## config.mk

```make
export PLATFORM = sky130hd
export DESIGN_NAME = sliding_window_sum
export DESIGN_NICKNAME = d
export VERILOG_FILES = /design/src/rtl/bpsk_pkg.sv /design/src/rtl/sample_delay_line.sv /design/src/rtl/sliding_window_sum.sv
export SDC_FILE = /design/constraint.sdc
export NUM_CORES = 1
export LEC_CHECK = 0
export CORE_MARGIN = 8
export CORE_UTILIZATION = 50
export CTS_CLUSTER_SIZE = 40
export DETAILED_ROUTE_END_ITERATION = 10
export GPL_TIMING_DRIVEN = 0
export PLACE_DENSITY_LB_ADDON = 0.05
export SYNTH_ARGS = -nofsm -noshare
export SYNTH_HDL_FRONTEND = slang
export SYNTH_SLANG_ARGS = --single-unit
```

## constraint.sdc

```tcl
create_clock -name clk -period 3.5 [get_ports clk]
set_input_delay 0.7 -clock clk [delete_from_list [all_inputs] [get_ports clk]]
set_output_delay 0.7 -clock clk [all_outputs]
set_load 0.02 [all_outputs]
```

## src/rtl/bpsk_pkg.sv

```systemverilog
`default_nettype none
// ============================================================================
//  Module      : bpsk_pkg
//  Description : Shared types and helpers for the BPSK correlator datapath.
//                Holds the window state type used by the serial window summer
//                and the sum-width helper shared with the parallel reducer.
//  Revision    : 1.0 - initial release
// ============================================================================
package bpsk_pkg;

    // Window state: FILL until N samples have been seen, then RUN.
    typedef enum logic {
        FILL = 1'b0,
        RUN  = 1'b1
    } win_state_t;

    // Width needed to hold the sum of n unsigned w-bit values.
    function automatic int sum_width(input int n, input int w);
        return w + $clog2(n);
    endfunction

endpackage
`default_nettype wire

```

## src/rtl/sample_delay_line.sv

```systemverilog
`default_nettype none
// ============================================================================
//  Module      : sample_delay_line
//  Description : N-entry circular sample buffer. dout_oldest presents the
//                entry at the write pointer, i.e. the sample that the next push
//                overwrites (read-before-write). N need not be a power of two.
//  Ports       : clk, rst        - clock, asynchronous active-high reset
//                clear           - synchronous write-pointer reset (contents kept)
//                push            - write din and advance the pointer
//                din             - sample to store
//                dout_oldest     - sample that the next push evicts
//  Revision    : 1.0 - initial release
// ============================================================================
module sample_delay_line #(
    parameter int N        = 8,
    parameter int WIDTH_IN = 1
) (
    input  logic                clk,
    input  logic                rst,
    input  logic                clear,
    input  logic                push,
    input  logic [WIDTH_IN-1:0] din,
    output logic [WIDTH_IN-1:0] dout_oldest
);

    localparam int PTR_W = $clog2(N);

    logic [WIDTH_IN-1:0] r_mem [N];
    logic [PTR_W-1:0]    r_wptr;

    assign dout_oldest = r_mem[r_wptr];

    always_ff @(posedge clk or posedge rst) begin
        if (rst) begin
            r_wptr <= '0;
            for (int i = 0; i < N; i++) begin
                r_mem[i] <= '0;
            end
        end else if (clear) begin
            // Stale contents stay; the owner masks them while refilling.
            r_wptr <= '0;
        end else if (push) begin
            r_mem[r_wptr] <= din;
            r_wptr        <= (r_wptr == PTR_W'(N - 1)) ? '0 : r_wptr + PTR_W'(1);
        end
    end

endmodule
`default_nettype wire

```

## src/rtl/sliding_window_sum.sv

```systemverilog
`default_nettype none
// ============================================================================
//  Module      : sliding_window_sum
//  Description : Running sum of the last N accepted unsigned samples. Each
//                accepted sample is added and the evicted sample subtracted,
//                so cost does not depend on N. Output is registered (latency 1)
//                with a valid/ready handshake.
//  Ports       : clk, rst        - clock, asynchronous active-high reset
//                flush           - synchronous window clear (wins over accept)
//                in_valid/in_ready/in_data    - sample input handshake
//                out_valid/out_ready/out_data - window sum output handshake
//  Build macro : SLIDING_WINDOW_PARTIAL_OUT_EN - when defined, also emit the
//                partial sum on every accept while the window is filling.
//  Revision    : 1.0 - initial release
// ============================================================================
module sliding_window_sum
    import bpsk_pkg::*;
#(
    parameter  int N        = 8,
    parameter  int WIDTH_IN = 1,
    localparam int SUM_W    = sum_width(N, WIDTH_IN)
) (
    input  logic                clk,
    input  logic                rst,
    input  logic                flush,
    input  logic                in_valid,
    output logic                in_ready,
    input  logic [WIDTH_IN-1:0] in_data,
    output logic                out_valid,
    input  logic                out_ready,
    output logic [SUM_W-1:0]    out_data
);

`ifdef SLIDING_WINDOW_PARTIAL_OUT_EN
    localparam bit C_PARTIAL = 1'b1;
`else
    localparam bit C_PARTIAL = 1'b0;
`endif

    localparam int CNT_W = $clog2(N + 1);

    win_state_t          r_state;
    win_state_t          w_state_d;
    logic [CNT_W-1:0]    r_count;
    logic [CNT_W-1:0]    w_count_d;
    logic [SUM_W-1:0]    r_sum;
    logic [SUM_W-1:0]    w_sum_d;
    logic                r_out_valid;
    logic                w_out_valid_d;
    logic                w_accept;
    logic                w_push;
    logic [WIDTH_IN-1:0] w_oldest;

    // Only combinational path in the block: out_ready -> in_ready.
    assign in_ready  = !r_out_valid || out_ready;
    assign w_accept  = in_valid && in_ready;
    // A flush in the same cycle drops the sample.
    assign w_push    = w_accept && !flush;
    assign out_valid = r_out_valid;
    assign out_data  = r_sum;

    sample_delay_line #(
        .N        (N),
        .WIDTH_IN (WIDTH_IN)
    ) u_delay (
        .clk         (clk),
        .rst         (rst),
        .clear       (flush),
        .push        (w_push),
        .din         (in_data),
        .dout_oldest (w_oldest)
    );

    always_comb begin
        w_state_d     = r_state;
        w_count_d     = r_count;
        w_sum_d       = r_sum;
        w_out_valid_d = r_out_valid;

        if (flush) begin
            w_state_d     = FILL;
            w_count_d     = '0;
            w_sum_d       = '0;
            w_out_valid_d = 1'b0;
        end else if (w_accept) begin
            // While filling, the slot being overwritten holds either reset
            // zeros or pre-flush data, so eviction is masked.
            w_sum_d = r_sum + SUM_W'(in_data)
                    - ((r_state == RUN) ? SUM_W'(w_oldest) : SUM_W'(0));
            if (r_state == FILL) begin
                w_count_d = r_count + CNT_W'(1);
                if (r_count == CNT_W'(N - 1)) begin
                    w_state_d     = RUN;
                    w_out_valid_d = 1'b1;
                end else begin
                    w_out_valid_d = C_PARTIAL;
                end
            end else begin
                w_out_valid_d = 1'b1;
            end
        end else if (out_ready) begin
            w_out_valid_d = 1'b0;
        end
    end

    always_ff @(posedge clk or posedge rst) begin
        if (rst) begin
            r_state     <= FILL;
            r_count     <= '0;
            r_sum       <= '0;
            r_out_valid <= 1'b0;
        end else begin
            r_state     <= w_state_d;
            r_count     <= w_count_d;
            r_sum       <= w_sum_d;
            r_out_valid <= w_out_valid_d;
        end
    end

endmodule
`default_nettype wire

```

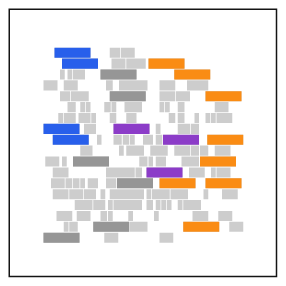
Figure 1: where the registers sit.
Scale: 4 px per micron. Other sequential cells in the stronger gray, the rest of the logic in the fainter gray.
[purple] u_delay.r_wptr | flops: 3
[orange] u_delay.r_mem | flops: 8
[blue] r_count | flops: 4
not colored: 6

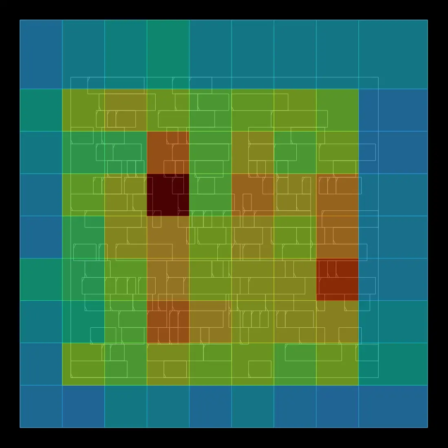
Figure 2: routing congestion.
GR Layer Usage met3: 0.03559
met1 Use GR: 0.1540
busiest grt layer: met2
GR Util All Layers: 0.1277
Layout Utilization: 0.5810

==> results_slide.txt <==
Key Metrics from the Run

Outcome
  – Status: finished, final reports clean

Logic synthesis
  – Synth flops: 21
  – Simple-Gate Area Share: 0.2203
  – Synth Instances: 117
  – Most common cell in the synthesized netlist: dfrtp_1
  – Synthesized area: ~1300 sq um
  – Synth Area per Inst: between 10 and 15 sq um
  – Compound Share, Synth: 0.06195
  – Async SR Flop Fraction: 1.000
  – YS chip area: ~1300 sq um
  – Leading area contributor after synthesis: dfrtp_1
  – XOR Share, Synth: 0.02753
  – Main logic family: simple AND/OR/NAND/NOR gates
  – Nets at Floorplan: between 100 and 150
  – Synth warn: 0
  – # Cells Yosys: ~120
  – Top cells by count, synth: dfrtp_1, nor2_1, nand2_1

Setup path
  – Crit. path cell count: 4
  – Cell mode on critical path: clkdlybuf4s50_1
  – Critical R2R Capture: out_data[3]
  – Crit path buffers/inverters: 3
  – Worst Setup Start Kind: primary input
  – Critical-path top delay cell: clkdlybuf4s50_1
  – Critical Path End: in_ready
  – Setup crit start: out_ready
  – Cell family with most CP delay: buffers and inverters
  – FF-to-FF setup slack: 840 ps
  – CP peak stage delay: ~600 ps
  – CP endpoint kind: primary output
  – Worst Path Arrival: between 2000 and 2500 ps

Global routing
  – Met2 Track Usage GR: 0.2051
  – GR Overflow Total: 0
  – Global-route wire length before repair: 4.395 mm
  – Vias in the first global route: 942

Clock network
  – Reg clk slew, reported paths: 120 ps
  – Cts hold-fix bufs: 0
  – CTS tree: built
  – # clock sinks: 21
  – Post-CTS Setup Repair Bufs: 0
  – Worst skew pair latency: 310 ps

Routing
  – Number of vias per cell: about 5.5
  – DRC: 0
  – DRT Wirelength: about 2.4 mm
  – Top sig layer: met4
  – Metal-1 WL: around 1.1 mm
  – Met2 Wirelength: between 1 and 1.5 mm

Worst hold path
  – Hold Path End: u_delay.r_mem[5]
  – Hold Crit Class: reg2reg
  – Hold Startpoint: u_delay.r_mem[5]
  – Hold path cells: 1

Final timing
  – Setup_tns: 0 ps
  – Hold WS: around 500 ps
  – Setup-failing EPs final: 0
  – Clock Skews: 2.689 ps
  – RSZ-0062 raised after global routing: false
  – Slew @ Worst Pin: ~820 ps
  – Final hold violations: 0
  – Max frequency: ~370 MHz
  – Fin worst setup slack: slightly below 800 ps

Power
  – PD cells: ~340 nW/um^2
  – Pwr Total: slightly below 500 uW
  – Static leakage: between 0.0006 and 0.0007 uW
  – Clock network power share: 0.247
  – Heaviest power group: sequential cells
  – Sequential Power Share: 0.567
  – Combinational Power Share: 0.186
  – Switch Pwr: approximately 140 uW

Run
  – Max cap viols: 0

Die
  – Tapcells: 30
  – Floorplan core density: 0.5183
  – Core area: 2455 sq um

Layout
  – Nets: around 150
  – Fillers: around 230
  – Non-filler cells, final: about 160
  – Non-clk bufs: 14
  – Top reg by flops: u_delay.r_mem
  – Layout clock buffer count: 4
  – Inverters: 6
  – ANT cells: 0
  – Commonest non-fill, non-tap cells in the layout: dfrtp_1, nor2_1, nand2_1
  – Clk tree area frac: 0.01842
  – Storage element area: around 530 sq um
  – Fraction of layout cells with a size suffix above 1: 0.1308
  – Non-clk buf share: 0.1035
  – Seq/total area: 0.3684

Placed design
  – Final HPWL DP: between 1.5 and 2 mm
  – Port bufs: 9
  – DP Worst Slack: approximately 770 ps
  – Placed Area: around 1400 sq um
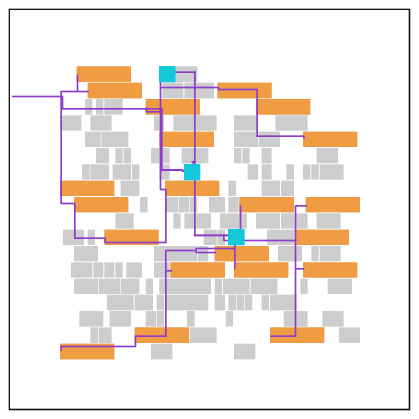
Figure 3: clock distribution.
Scale: 6 px per micron.
[cyan] clock drivers | count: 3
[purple] clock wires | length: 302 microns
[orange] flip-flops | count: 21
routed clock nets: 4

No activity file was given, so power comes from the tool's default toggle rates.
